**config.mk**
```make
export PLATFORM = sky130hd
export DESIGN_NAME = vlc_table_arbiter_flat
export DESIGN_NICKNAME = d
export VERILOG_FILES = /design/src/rtl/vlc_table_arbiter_pkg.sv /design/src/rtl/vlc_table_arbiter_if.sv /design/src/rtl/vlc_table_arbiter_pick.sv /design/src/rtl/vlc_table_arbiter.sv /design/src/flat_wrapper.sv
export SDC_FILE = /design/constraint.sdc
export NUM_CORES = 1
export LEC_CHECK = 0
export CORE_UTILIZATION = 37
export DETAILED_ROUTE_END_ITERATION = 10
export PLACE_DENSITY = 0.87
export SYNTH_ARGS = -nofsm -noshare
export SYNTH_HDL_FRONTEND = slang
export SYNTH_SLANG_ARGS = --single-unit
```
**constraint.sdc**
```tcl
create_clock -name clock -period 3.9 [get_ports clock]
set_input_delay 0.39 -clock clock [delete_from_list [all_inputs] [get_ports clock]]
set_output_delay 0.39 -clock clock [all_outputs]
set_load 0.05 [all_outputs]
```
**src/rtl/vlc_table_arbiter_pkg.sv**
```systemverilog
// vlc_table_arbiter_pkg
//   Shared constants and types for the VLC table arbiter:
//   requester count, requester indices, watchdog limit and FSM state type.
package vlc_table_arbiter_pkg;

  localparam int VLC_ARB_NUM_REQ  = 4;

  localparam int VLC_REQ_CBP      = 0;
  localparam int VLC_REQ_MBTYPE   = 1;
  localparam int VLC_REQ_MOTION   = 2;
  localparam int VLC_REQ_DCT      = 3;

  localparam int VLC_ARB_MAX_HOLD = 32;

  typedef enum logic {
    IDLE  = 1'b0,
    OWNED = 1'b1
  } state_e;

endpackage

```
**src/rtl/vlc_table_arbiter_if.sv**
```systemverilog
// vlc_table_arbiter_if
//   Walker / ROM side signals of the VLC table arbiter.
//   slave  : arbiter view (walker requests and ROM data in; grant, ROM port, status out)
//   master : walker / ROM / environment view (the opposite directions)
//   Req_I, Req_En_I   per-walker request and table enable
//   Req_Addr_I        per-walker address, walker i at [i*ADDR_W +: ADDR_W]
//   Grant_O           one-hot registered grant
//   Table_En_O/Addr_O ROM enable and address
//   Table_Data_I/O    ROM data in, broadcast to walkers
//   Busy_O            a grant is active
//   Timeout_O         one-cycle watchdog revoke pulse
//   Timeout_Id_O      index of the last revoked walker
interface vlc_table_arbiter_if #(
  parameter int NUM_REQ = 4,
  parameter int ADDR_W  = 10,
  parameter int DATA_W  = 16,
  parameter int ID_W    = $clog2(NUM_REQ)
);

  logic [NUM_REQ-1:0]        Req_I;
  logic [NUM_REQ-1:0]        Req_En_I;
  logic [NUM_REQ*ADDR_W-1:0] Req_Addr_I;
  logic [NUM_REQ-1:0]        Grant_O;
  logic                      Table_En_O;
  logic [ADDR_W-1:0]         Table_Addr_O;
  logic [DATA_W-1:0]         Table_Data_I;
  logic [DATA_W-1:0]         Table_Data_O;
  logic                      Busy_O;
  logic                      Timeout_O;
  logic [ID_W-1:0]           Timeout_Id_O;

  modport slave (
    input  Req_I, Req_En_I, Req_Addr_I, Table_Data_I,
    output Grant_O, Table_En_O, Table_Addr_O, Table_Data_O,
           Busy_O, Timeout_O, Timeout_Id_O
  );

  modport master (
    output Req_I, Req_En_I, Req_Addr_I, Table_Data_I,
    input  Grant_O, Table_En_O, Table_Addr_O, Table_Data_O,
           Busy_O, Timeout_O, Timeout_Id_O
  );

endinterface

```
**src/rtl/vlc_table_arbiter_pick.sv**
```systemverilog
// vlc_arb_pick
//   Combinational one-hot picker for the VLC table arbiter.
//   eligible : walkers that may be granted this edge
//   rr_ptr   : last granted walker (only present with VLC_ARB_RR_EN)
//   winner   : one-hot pick, all zero when nothing is eligible
//   Macro VLC_ARB_RR_EN selects round-robin starting after rr_ptr;
//   otherwise fixed priority with index 0 highest.
module vlc_arb_pick #(
  parameter int NUM_REQ = 4,
  parameter int ID_W    = 2
) (
  input  logic [NUM_REQ-1:0] eligible,
`ifdef VLC_ARB_RR_EN
  input  logic [ID_W-1:0]    rr_ptr,
`endif
  output logic [NUM_REQ-1:0] winner
);

`ifdef VLC_ARB_RR_EN
  logic        found;
  int unsigned idx;

  always_comb begin
    winner = '0;
    found  = 1'b0;
    idx    = 0;
    // Walk NUM_REQ slots starting just past the last owner; the last slot
    // visited is the last owner itself, so a lone requester can be re-granted.
    for (int unsigned off = 1; off <= NUM_REQ; off++) begin
      idx = (32'(rr_ptr) + off) % NUM_REQ;
      if (!found && eligible[idx]) begin
        winner[idx] = 1'b1;
        found       = 1'b1;
      end
    end
  end
`else
  // Isolate the lowest set bit: lowest index wins.
  always_comb begin
    winner = eligible & (~eligible + NUM_REQ'(1));
  end
`endif

endmodule

```
**src/rtl/vlc_table_arbiter.sv**
```systemverilog
// vlc_table_arbiter
//   Shares the single VLC/coefficient table ROM between the macroblock-layer
//   VLC walkers (0 CBP, 1 MB type, 2 motion, 3 DCT). One walker owns the ROM
//   for its whole decode; the owner's enable/address drive the ROM and ROM data
//   is broadcast to every walker. A hold watchdog revokes a stalled owner and
//   blocks it until it drops its request.
//   clock, resetn : clock and asynchronous active-low reset
//   bus           : vlc_table_arbiter_if.slave (requests, ROM port, status)
//   Macro VLC_ARB_RR_EN: round-robin pick with a pointer on the last owner;
//   undefined gives fixed priority (index 0 highest) and no pointer.
module vlc_table_arbiter
  import vlc_table_arbiter_pkg::*;
#(
  parameter int NUM_REQ  = VLC_ARB_NUM_REQ,
  parameter int ADDR_W   = 10,
  parameter int DATA_W   = 16,
  parameter int MAX_HOLD = VLC_ARB_MAX_HOLD,
  parameter int CNT_W    = 6
) (
  input  logic                 clock,
  input  logic                 resetn,
  vlc_table_arbiter_if.slave   bus
);

  localparam int ID_W = $clog2(NUM_REQ);

  state_e             state_q,   state_d;
  logic [NUM_REQ-1:0] grant_q,   grant_d;
  logic [CNT_W-1:0]   cnt_q,     cnt_d;
  logic [NUM_REQ-1:0] block_q,   block_d;
  logic               timeout_q, timeout_d;
  logic [ID_W-1:0]    tid_q,     tid_d;
`ifdef VLC_ARB_RR_EN
  logic [ID_W-1:0]    rr_ptr_q,  rr_ptr_d;
`endif

  logic [NUM_REQ-1:0] pick_elig;
  logic [NUM_REQ-1:0] winner;
  logic [ID_W-1:0]    owner_idx;
  logic [ID_W-1:0]    win_idx;
  logic               owner_req;

  function automatic logic [ID_W-1:0] oh2idx(input logic [NUM_REQ-1:0] oh);
    logic [ID_W-1:0] r;
    r = '0;
    for (int unsigned i = 0; i < NUM_REQ; i++) begin
      if (oh[i]) r = ID_W'(i);
    end
    return r;
  endfunction

  // The owner is excluded so a same-edge handover only picks other walkers;
  // in IDLE grant_q is zero and this reduces to Req_I & ~block_mask.
  assign pick_elig = bus.Req_I & ~block_q & ~grant_q;

  vlc_arb_pick #(
    .NUM_REQ (NUM_REQ),
    .ID_W    (ID_W)
  ) u_pick (
    .eligible (pick_elig),
`ifdef VLC_ARB_RR_EN
    .rr_ptr   (rr_ptr_q),
`endif
    .winner   (winner)
  );

  assign owner_idx = oh2idx(grant_q);
  assign win_idx   = oh2idx(winner);
  assign owner_req = |(grant_q & bus.Req_I);

  always_comb begin
    state_d   = state_q;
    grant_d   = grant_q;
    cnt_d     = cnt_q;
    // A blocked walker is released once its request is seen low.
    block_d   = block_q & bus.Req_I;
    timeout_d = 1'b0;
    tid_d     = tid_q;
`ifdef VLC_ARB_RR_EN
    rr_ptr_d  = rr_ptr_q;
`endif
    unique case (state_q)
      IDLE: begin
        if (|winner) begin
          state_d  = OWNED;
          grant_d  = winner;
          cnt_d    = '0;
`ifdef VLC_ARB_RR_EN
          rr_ptr_d = win_idx;
`endif
        end
      end
      OWNED: begin
        // Owner drop is tested first so it beats a coincident watchdog expiry.
        if (!owner_req) begin
          cnt_d = '0;
          if (|winner) begin
            grant_d  = winner;
`ifdef VLC_ARB_RR_EN
            rr_ptr_d = win_idx;
`endif
          end else begin
            state_d = IDLE;
            grant_d = '0;
          end
        end else if (cnt_q == CNT_W'(MAX_HOLD - 1)) begin
          state_d   = IDLE;
          grant_d   = '0;
          cnt_d     = '0;
          timeout_d = 1'b1;
          tid_d     = owner_idx;
          block_d   = block_d | grant_q;
        end else if (cnt_q != '1) begin
          cnt_d = cnt_q + CNT_W'(1);
        end
      end
      default: begin
        state_d = IDLE;
        grant_d = '0;
        cnt_d   = '0;
      end
    endcase
  end

  always_ff @(posedge clock or negedge resetn) begin
    if (!resetn) begin
      state_q   <= IDLE;
      grant_q   <= '0;
      cnt_q     <= '0;
      block_q   <= '0;
      timeout_q <= 1'b0;
      tid_q     <= '0;
`ifdef VLC_ARB_RR_EN
      rr_ptr_q  <= ID_W'(NUM_REQ - 1);
`endif
    end else begin
      state_q   <= state_d;
      grant_q   <= grant_d;
      cnt_q     <= cnt_d;
      block_q   <= block_d;
      timeout_q <= timeout_d;
      tid_q     <= tid_d;
`ifdef VLC_ARB_RR_EN
      rr_ptr_q  <= rr_ptr_d;
`endif
    end
  end

  logic [ADDR_W-1:0] addr_mux;

  always_comb begin
    addr_mux = '0;
    for (int unsigned i = 0; i < NUM_REQ; i++) begin
      if (grant_q[i]) addr_mux = bus.Req_Addr_I[i*ADDR_W +: ADDR_W];
    end
  end

  assign bus.Grant_O      = grant_q;
  assign bus.Busy_O       = |grant_q;
  assign bus.Timeout_O    = timeout_q;
  assign bus.Timeout_Id_O = tid_q;
  assign bus.Table_En_O   = |(grant_q & bus.Req_En_I);
  assign bus.Table_Addr_O = addr_mux;
  assign bus.Table_Data_O = bus.Table_Data_I;

endmodule
```
**src/flat_wrapper.sv**
```systemverilog
// flat-port wrapper written by rule: the top's interface ports become plain ports
module vlc_table_arbiter_flat import vlc_table_arbiter_pkg::*;
#(
  parameter int NUM_REQ  = VLC_ARB_NUM_REQ,
  parameter int ADDR_W   = 10,
  parameter int DATA_W   = 16,
  parameter int MAX_HOLD = VLC_ARB_MAX_HOLD,
  parameter int CNT_W    = 6
)
  (clock, resetn, bus_Req_I, bus_Req_En_I, bus_Req_Addr_I, bus_Table_Data_I, bus_Grant_O, bus_Table_En_O, bus_Table_Addr_O, bus_Table_Data_O, bus_Busy_O, bus_Timeout_O, bus_Timeout_Id_O);
  vlc_table_arbiter_if #(.NUM_REQ(NUM_REQ), .ADDR_W(ADDR_W), .DATA_W(DATA_W)) bus_i ();
  input  logic clock;
  input  logic resetn;
  input wire logic [$bits(bus_i.Req_I)-1:0] bus_Req_I;
  input wire logic [$bits(bus_i.Req_En_I)-1:0] bus_Req_En_I;
  input wire logic [$bits(bus_i.Req_Addr_I)-1:0] bus_Req_Addr_I;
  input wire logic [$bits(bus_i.Table_Data_I)-1:0] bus_Table_Data_I;
  output wire logic [$bits(bus_i.Grant_O)-1:0] bus_Grant_O;
  output wire logic [$bits(bus_i.Table_En_O)-1:0] bus_Table_En_O;
  output wire logic [$bits(bus_i.Table_Addr_O)-1:0] bus_Table_Addr_O;
  output wire logic [$bits(bus_i.Table_Data_O)-1:0] bus_Table_Data_O;
  output wire logic [$bits(bus_i.Busy_O)-1:0] bus_Busy_O;
  output wire logic [$bits(bus_i.Timeout_O)-1:0] bus_Timeout_O;
  output wire logic [$bits(bus_i.Timeout_Id_O)-1:0] bus_Timeout_Id_O;
  assign bus_i.Req_I = bus_Req_I;
  assign bus_i.Req_En_I = bus_Req_En_I;
  assign bus_i.Req_Addr_I = bus_Req_Addr_I;
  assign bus_i.Table_Data_I = bus_Table_Data_I;
  assign bus_Grant_O = bus_i.Grant_O;
  assign bus_Table_En_O = bus_i.Table_En_O;
  assign bus_Table_Addr_O = bus_i.Table_Addr_O;
  assign bus_Table_Data_O = bus_i.Table_Data_O;
  assign bus_Busy_O = bus_i.Busy_O;
  assign bus_Timeout_O = bus_i.Timeout_O;
  assign bus_Timeout_Id_O = bus_i.Timeout_Id_O;
  vlc_table_arbiter #(.NUM_REQ(NUM_REQ), .ADDR_W(ADDR_W), .DATA_W(DATA_W), .MAX_HOLD(MAX_HOLD), .CNT_W(CNT_W)) u_core (.clock(clock), .resetn(resetn), .bus(bus_i));
endmodule
```
route_heat.png
(4 px per um) The die is cut into 12 by 12 equal tiles; dark purple is low, yellow is high, scaled to the fullest tile. Values are wire area over tile area, all layers added.
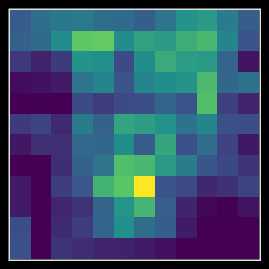
13% of the tiles are nearly empty. The emptiest ninth of the die: bottom right. The fullest tile reaches 0.50. The mean over all tiles is 0.15. 19% of the tiles are over half the peak.

layers.png
(6 px per um) Two of the layers only.
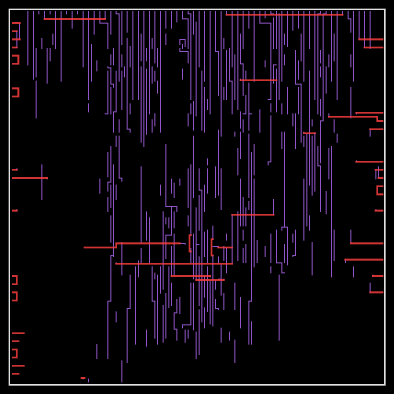
Purple shows M2, wire length 1750 um. Red shows M3, wire length 180 um.

gates.png
(6 px per um)
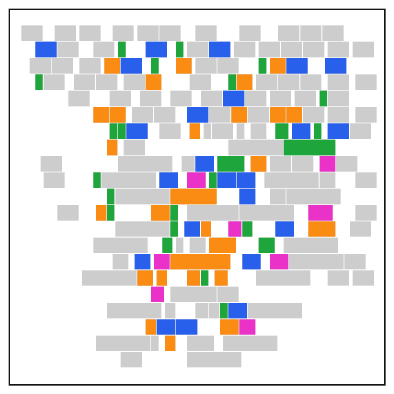
Orange shows aoi and oai cells, cells 27. Green shows nor cells, cells 24. Magenta shows and/or cells, cells 8. Blue shows non-inverting ao/oa cells, cells 23.

closeup.png
Window x 16 to 46, y 16 to 46 um. Cells in gray, sequential cells in the stronger gray; small squares are vias.
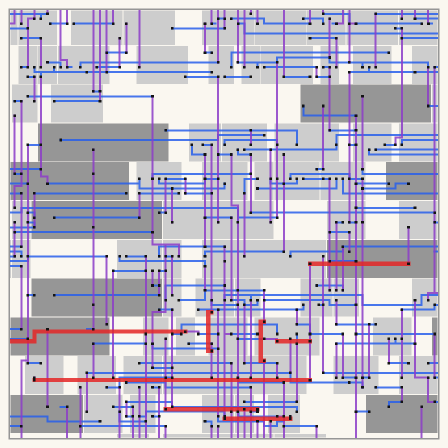
Purple shows M2. Red shows M3. Blue shows M1.
Most frequent: dfrtp_1 (9), nor2_1 (8), clkdlybuf4s50_1 (8). 69 logic cells have their middle in the window. Netlist names of flops here include u_core.bus.Grant_O (3), u_core.block_q (2), u_core.bus.Timeout_Id_O (2). Sequential cells in the window: 9.

==> notes.org <==
#+TITLE: Implementation results

** Finish
- The most common logic cell in the final layout is sky130_fd_sc_hd__clkdlybuf4s50_1.
- The layout report gives the multi-input gate share of total cell area as 0.3754.

** Synth
- Counting flops with an async set or reset pin after synthesis yields a share of 1.000.
- Simple-gate portion of the synthesized area :: 0.2033
- The synthesized netlist was found by Yosys to have 136 cells.
- The synthesized design spends more area on one cell type than any other, namely sky130_fd_sc_hd__dfrtp_1.
- Of the post-synthesis cell area, the dominant cell type holds 0.3343.
- The netlist uses 43 different library cells.

** Power and ir drop
- Leakage power figure :: around 0.84 nW

** Floorplan
- X dimension of the die :: 62.35 um
- The die covers 3888 um2.

** Worst setup path
- All stages included, the depth of the critical timing path comes to 5.
- In this run the critical register-to-register path is captured at u_core.bus.Timeout_Id_O[0].

** Final timing
- Maximum clock frequency :: about 310 MHz

** CTS
- Post-CTS Setup Inserts :: 0
- Number of buffers inserted during clock tree synthesis :: 3
- The later pin in the worst-skew pair is clocked with a latency of 0.29 ns.

** Run status
- Status :: completed

** Run
- Across all stage logs, warnings added up to 26.

** Routing
- In the log, the iteration count for the first detailed-route pass is 4.
[synth_stat cells (2+ instances only)]
cell,count
sky130_fd_sc_hd__o22ai_1,2
sky130_fd_sc_hd__buf_2,2
sky130_fd_sc_hd__a22oi_1,11
sky130_fd_sc_hd__nand3_1,2
sky130_fd_sc_hd__nor2_1,18
sky130_fd_sc_hd__a21o_1,3
sky130_fd_sc_hd__or3b_1,2
sky130_fd_sc_hd__clkbuf_1,3
sky130_fd_sc_hd__buf_4,17
sky130_fd_sc_hd__o2bb2ai_1,2
sky130_fd_sc_hd__inv_1,2
sky130_fd_sc_hd__a22o_1,8
sky130_fd_sc_hd__nor3_1,2
sky130_fd_sc_hd__a221o_1,10
sky130_fd_sc_hd__nand2_1,2
sky130_fd_sc_hd__a21oi_1,6
sky130_fd_sc_hd__dfrtp_1,18
No activity file was given, so power comes from the tool's default toggle rates.
